## src/rtl/frame_sequencer_if.sv

```systemverilog
// Frame sequencer handshake bundle: phase strobes, draw requests/dones, status.
// Optional pause input exists only when FRAME_SEQUENCER_PAUSE_EN is defined.
interface frame_sequencer_if;
    logic        link_draw_done;
    logic        enemies_draw_done;
`ifdef FRAME_SEQUENCER_PAUSE_EN
    logic        pause;
`endif
    logic        init;
    logic        idle;
    logic        gen_move;
    logic        apply_move;
    logic        draw_link;
    logic        draw_enemies;
    logic [15:0] frame_count;
    logic        frame_overrun;
    logic        draw_timeout;

    modport master (
`ifdef FRAME_SEQUENCER_PAUSE_EN
        input  pause,
`endif
        input  link_draw_done,
        input  enemies_draw_done,
        output init,
        output idle,
        output gen_move,
        output apply_move,
        output draw_link,
        output draw_enemies,
        output frame_count,
        output frame_overrun,
        output draw_timeout
    );

    modport slave (
`ifdef FRAME_SEQUENCER_PAUSE_EN
        output pause,
`endif
        output link_draw_done,
        output enemies_draw_done,
        input  init,
        input  idle,
        input  gen_move,
        input  apply_move,
        input  draw_link,
        input  draw_enemies,
        input  frame_count,
        input  frame_overrun,
        input  draw_timeout
    );
endinterface

```

## src/rtl/frame_sequencer.sv

```systemverilog
// Per-frame game control FSM: init, idle, gen/apply move, link and enemy draws.
// Define FRAME_SEQUENCER_PAUSE_EN to add the pause input that holds the FSM in IDLE.
module frame_sequencer #(
    parameter int FRAME_CYCLES = 833333,
    parameter int INIT_CYCLES  = 4,
    parameter int DRAW_TIMEOUT = 65535
) (
    input logic               clock,
    input logic               reset,
    frame_sequencer_if.master bus
);
    typedef enum logic [2:0] {
        S_INIT,
        S_IDLE,
        S_GEN,
        S_APPLY,
        S_DRAW_L,
        S_DRAW_E
    } state_t;

    localparam logic [19:0] FRAME_LAST = 20'(FRAME_CYCLES - 1);
    localparam logic [7:0]  INIT_LAST  = 8'(INIT_CYCLES - 1);
    localparam logic [15:0] WAIT_LAST  = 16'(DRAW_TIMEOUT - 1);

    state_t      state;
    state_t      nxt;
    logic [19:0] frame_cnt;
    logic [7:0]  init_cnt;
    logic [15:0] wait_cnt;
    logic        tick_pending;
    logic        frame_tick;
    logic        paused;
    logic        wait_hit;
    logic        leave_idle;

`ifdef FRAME_SEQUENCER_PAUSE_EN
    assign paused = bus.pause;
`else
    assign paused = 1'b0;
`endif

    assign frame_tick = (frame_cnt == FRAME_LAST);
    assign wait_hit   = (wait_cnt == WAIT_LAST);
    assign leave_idle = (state == S_IDLE) && (nxt == S_GEN);

    // Next-state decode; a draw phase ends on its done or on the wait limit.
    always_comb begin
        nxt = state;
        unique case (state)
            S_INIT:   if (init_cnt == INIT_LAST) nxt = S_IDLE;
            S_IDLE:   if (!paused && (tick_pending || frame_tick)) nxt = S_GEN;
            S_GEN:    nxt = S_APPLY;
            S_APPLY:  nxt = S_DRAW_L;
            S_DRAW_L: if (bus.link_draw_done || wait_hit) nxt = S_DRAW_E;
            S_DRAW_E: if (bus.enemies_draw_done || wait_hit) nxt = S_IDLE;
            default:  nxt = S_INIT;
        endcase
    end

    // Free-running frame timer; frame_tick marks the wrap cycle.
    always_ff @(posedge clock or posedge reset) begin
        if (reset) frame_cnt <= '0;
        else if (frame_tick) frame_cnt <= '0;
        else frame_cnt <= frame_cnt + 20'd1;
    end

    // One-deep tick buffer; a second tick while one is waiting is an overrun.
    always_ff @(posedge clock or posedge reset) begin
        if (reset) begin
            tick_pending      <= 1'b0;
            bus.frame_overrun <= 1'b0;
        end else begin
            if (leave_idle) tick_pending <= 1'b0;
            else if (frame_tick) tick_pending <= 1'b1;
            if (frame_tick && tick_pending && !paused)
                bus.frame_overrun <= 1'b1;
        end
    end

    // State register, phase counters, status and registered phase strobes.
    always_ff @(posedge clock or posedge reset) begin
        if (reset) begin
            state            <= S_INIT;
            init_cnt         <= '0;
            wait_cnt         <= '0;
            bus.frame_count  <= '0;
            bus.draw_timeout <= 1'b0;
            bus.init         <= 1'b1;
            bus.idle         <= 1'b0;
            bus.gen_move     <= 1'b0;
            bus.apply_move   <= 1'b0;
            bus.draw_link    <= 1'b0;
            bus.draw_enemies <= 1'b0;
        end else begin
            state <= nxt;
            if (state == S_INIT) init_cnt <= init_cnt + 8'd1;
            if (nxt != state) wait_cnt <= '0;
            else if (state == S_DRAW_L || state == S_DRAW_E)
                wait_cnt <= wait_cnt + 16'd1;
            if (wait_hit &&
                ((state == S_DRAW_L && !bus.link_draw_done) ||
                 (state == S_DRAW_E && !bus.enemies_draw_done)))
                bus.draw_timeout <= 1'b1;
            if (state == S_DRAW_E && nxt == S_IDLE)
                bus.frame_count <= bus.frame_count + 16'd1;
            bus.init         <= (nxt == S_INIT);
            bus.idle         <= (nxt == S_IDLE);
            bus.gen_move     <= (nxt == S_GEN);
            bus.apply_move   <= (nxt == S_APPLY);
            bus.draw_link    <= (nxt == S_DRAW_L);
            bus.draw_enemies <= (nxt == S_DRAW_E);
        end
    end
endmodule

```

## src/flat_wrapper.sv

```systemverilog
// flat-port wrapper written by rule: the top's interface ports become plain ports
module frame_sequencer_flat 
#(
    parameter int FRAME_CYCLES = 833333,
    parameter int INIT_CYCLES  = 4,
    parameter int DRAW_TIMEOUT = 65535
)
  (clock, reset, bus_link_draw_done, bus_enemies_draw_done, bus_init, bus_idle, bus_gen_move, bus_apply_move, bus_draw_link, bus_draw_enemies, bus_frame_count, bus_frame_overrun, bus_draw_timeout);
  frame_sequencer_if bus_i ();
  input logic clock;
  input logic reset;
  input wire logic [$bits(bus_i.link_draw_done)-1:0] bus_link_draw_done;
  input wire logic [$bits(bus_i.enemies_draw_done)-1:0] bus_enemies_draw_done;
  output wire logic [$bits(bus_i.init)-1:0] bus_init;
  output wire logic [$bits(bus_i.idle)-1:0] bus_idle;
  output wire logic [$bits(bus_i.gen_move)-1:0] bus_gen_move;
  output wire logic [$bits(bus_i.apply_move)-1:0] bus_apply_move;
  output wire logic [$bits(bus_i.draw_link)-1:0] bus_draw_link;
  output wire logic [$bits(bus_i.draw_enemies)-1:0] bus_draw_enemies;
  output wire logic [$bits(bus_i.frame_count)-1:0] bus_frame_count;
  output wire logic [$bits(bus_i.frame_overrun)-1:0] bus_frame_overrun;
  output wire logic [$bits(bus_i.draw_timeout)-1:0] bus_draw_timeout;
  assign bus_i.link_draw_done = bus_link_draw_done;
  assign bus_i.enemies_draw_done = bus_enemies_draw_done;
  assign bus_init = bus_i.init;
  assign bus_idle = bus_i.idle;
  assign bus_gen_move = bus_i.gen_move;
  assign bus_apply_move = bus_i.apply_move;
  assign bus_draw_link = bus_i.draw_link;
  assign bus_draw_enemies = bus_i.draw_enemies;
  assign bus_frame_count = bus_i.frame_count;
  assign bus_frame_overrun = bus_i.frame_overrun;
  assign bus_draw_timeout = bus_i.draw_timeout;
  frame_sequencer #(.FRAME_CYCLES(FRAME_CYCLES), .INIT_CYCLES(INIT_CYCLES), .DRAW_TIMEOUT(DRAW_TIMEOUT)) u_core (.clock(clock), .reset(reset), .bus(bus_i));
endmodule
```

## config.mk

```make
export PLATFORM = sky130hd
export DESIGN_NAME = frame_sequencer_flat
export DESIGN_NICKNAME = d
export VERILOG_FILES = /design/src/rtl/frame_sequencer_if.sv /design/src/rtl/frame_sequencer.sv /design/src/flat_wrapper.sv
export SDC_FILE = /design/constraint.sdc
export NUM_CORES = 1
export LEC_CHECK = 0
export ABC_CLOCK_PERIOD_IN_PS = 2400
export CAP_MARGIN = 20
export CORE_AREA = 2 2 98 100
export DETAILED_ROUTE_END_ITERATION = 6
export DIE_AREA = 0 0 100 102
export PLACE_DENSITY = 0.68
export SYNTH_ARGS = -nofsm -noshare
export SYNTH_HDL_FRONTEND = slang
export SYNTH_SLANG_ARGS = --single-unit
```

## constraint.sdc

```tcl
create_clock -name clock -period 2.4 [get_ports clock]
set_input_delay 0.36 -clock clock [delete_from_list [all_inputs] [get_ports clock]]
set_output_delay 0.36 -clock clock [all_outputs]
set_load 0.01 [all_outputs]
```

### Routing congestion map

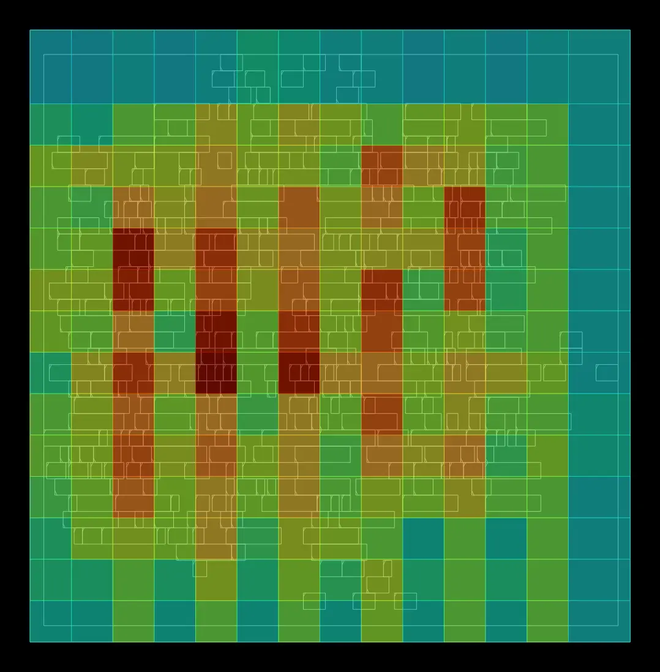
drt wl/cell: 14.31 um
GR Util met2: 23.96%
Core Util, Final: 45.89%
met1 usage: 19.52%
GRT busiest layer: met2

### Gate-type map

Scale: 4 px per um.
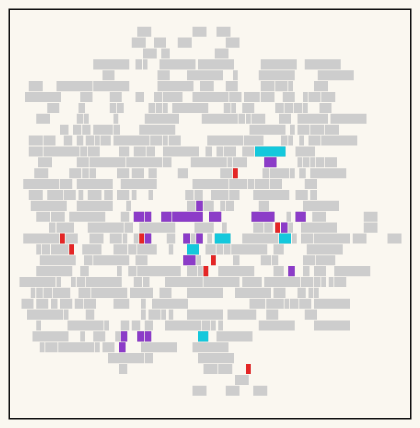
red -> inv cells  # cells 8, where centre
cyan -> non-inverting ao/oa cells  # cells 5, where centre
purple -> aoi and oai cells  # cells 19

### I/O nets highlighted

Scale: 4 px per um.
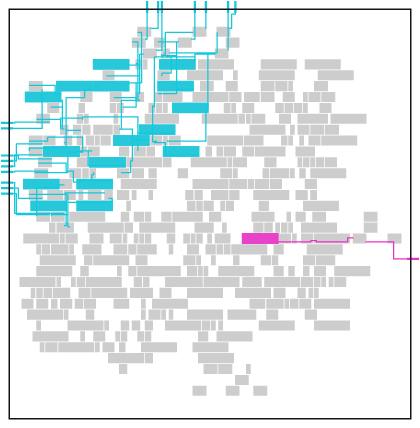
cyan -> `bus_frame_count`  # direction output, end cells 16, buffers 16, wire 672 um
magenta -> `bus_idle`  # direction output, end cells 1, buffers 1, wire 35.6 um

==> flow_metrics.env <==
# implementation run metrics
export IMPL_status="finished clean"
export IMPL_topCombFamilyByArea="simple AND/OR/NAND/NOR gates"
export IMPL_p_clk_w=0.000950
export IMPL_dr_first_iter_drc_count=92
export IMPL_io_pins=28
export IMPL_vias=2521
export IMPL_ctsHoldBuffers=0
export IMPL_synth_edff_count=0
export IMPL_drv_slew=0
export IMPL_muxShareOfSynthArea_pct=0.9136
export IMPL_ys_seq_share_pct=50.63
export IMPL_ys_sh_aoi_pct=5.587
export IMPL_final_antenna_net_count=0
export IMPL_ys_cells=330
export IMPL_largest_reg_flops=20
export IMPL_fin_setup_tns_ns=0
export IMPL_total_power_w=0.003720
export IMPL_start_kind="register"
export IMPL_clk_pin_slew_ns=0.08
export IMPL_logic_area_sq_um=1662
export IMPL_drc_errors=0
export IMPL_hold_viol=0
export IMPL_dp_hpwl_um=4785
export IMPL_warning_count=28
export IMPL_topCellsByArea="dfrtp_1 (50%), xor2_1 (7.1%), xnor2_1 (5.4%)"
export IMPL_final_common_cell="dfrtp_1"
export IMPL_crit_path_end="u_core.bus.init"
export IMPL_synth_area_leader_cell="dfrtp_1"
export IMPL_clkSinkCount=72
export IMPL_syn_area_sq_um=3561
export IMPL_routed_wl_um=6897
[cells by family (layout without fill, tap and decap cells)]
kind of cell	Yosys count	in the layout
simple gates	155	155
flops	72	72
xor+xnor	51	51
compound gates	24	24
buf+inv	19	60
fa+ha+maj	6	6
mux	3	3
[cell usage after synthesis, types with 2 or more instances]
cell type,number
a21oi_1,5
nor3b_1,3
o21ai_0,6
mux2_2,2
xnor2_1,22
and4b_1,2
buf_2,2
dfrtp_1,71
inv_1,7
nand4_1,19
ha_1,6
nand3_1,14
nor3_2,10
and3_1,10
and2_1,3
nand2b_1,4
clkbuf_1,6
nor4b_1,2
nand2_1,26
nor2_1,31
nor2b_1,4
xor2_1,29
or3_1,2
nor3_1,17
buf_6,3
[per-stage QoR]
| stage | setup slack, ns | util (%) | instance area [sq um] | hold slack (ns) | instances |
|---|---|---|---|---|---|
| after global placement | 0.3371 | 43.74 | 3984 | 0.4528 | 466 |
| after CTS | 0.2654 | 45.89 | 4180 | 0.3391 | 482 |
| after detailed placement | 0.2925 | 43.74 | 3984 | 0.4664 | 466 |
| final | 0.2451 | 45.89 | 4180 | 0.3332 | 482 |
| after global routing | 0.05643 | 45.89 | 4180 | 0.3575 | 482 |
| after floorplan | 0.2167 | - | 3561 | 0.4389 | 330 |
[layout make-up]
class / instances / share of cell area (%)
inverters: 8 / 0.7183
clock inverters: 6 / 1.646
clock buffers: 10 / 3.053
multi-input cells: 239 / 39.75
flip-flops and latches: 72 / 43.13
well taps: 111 / 3.322
repair buffers: 36 / 8.381
[routing by layer]
layer  routed length (um)  part of all wire, %  up-vias
li1                     -                    -     1218
met1                 3326                   48     1263
met2                 3258                   47       30
met3                  204                  3.0       10
met4                  108                  1.6        0
met5                    0                    0        -
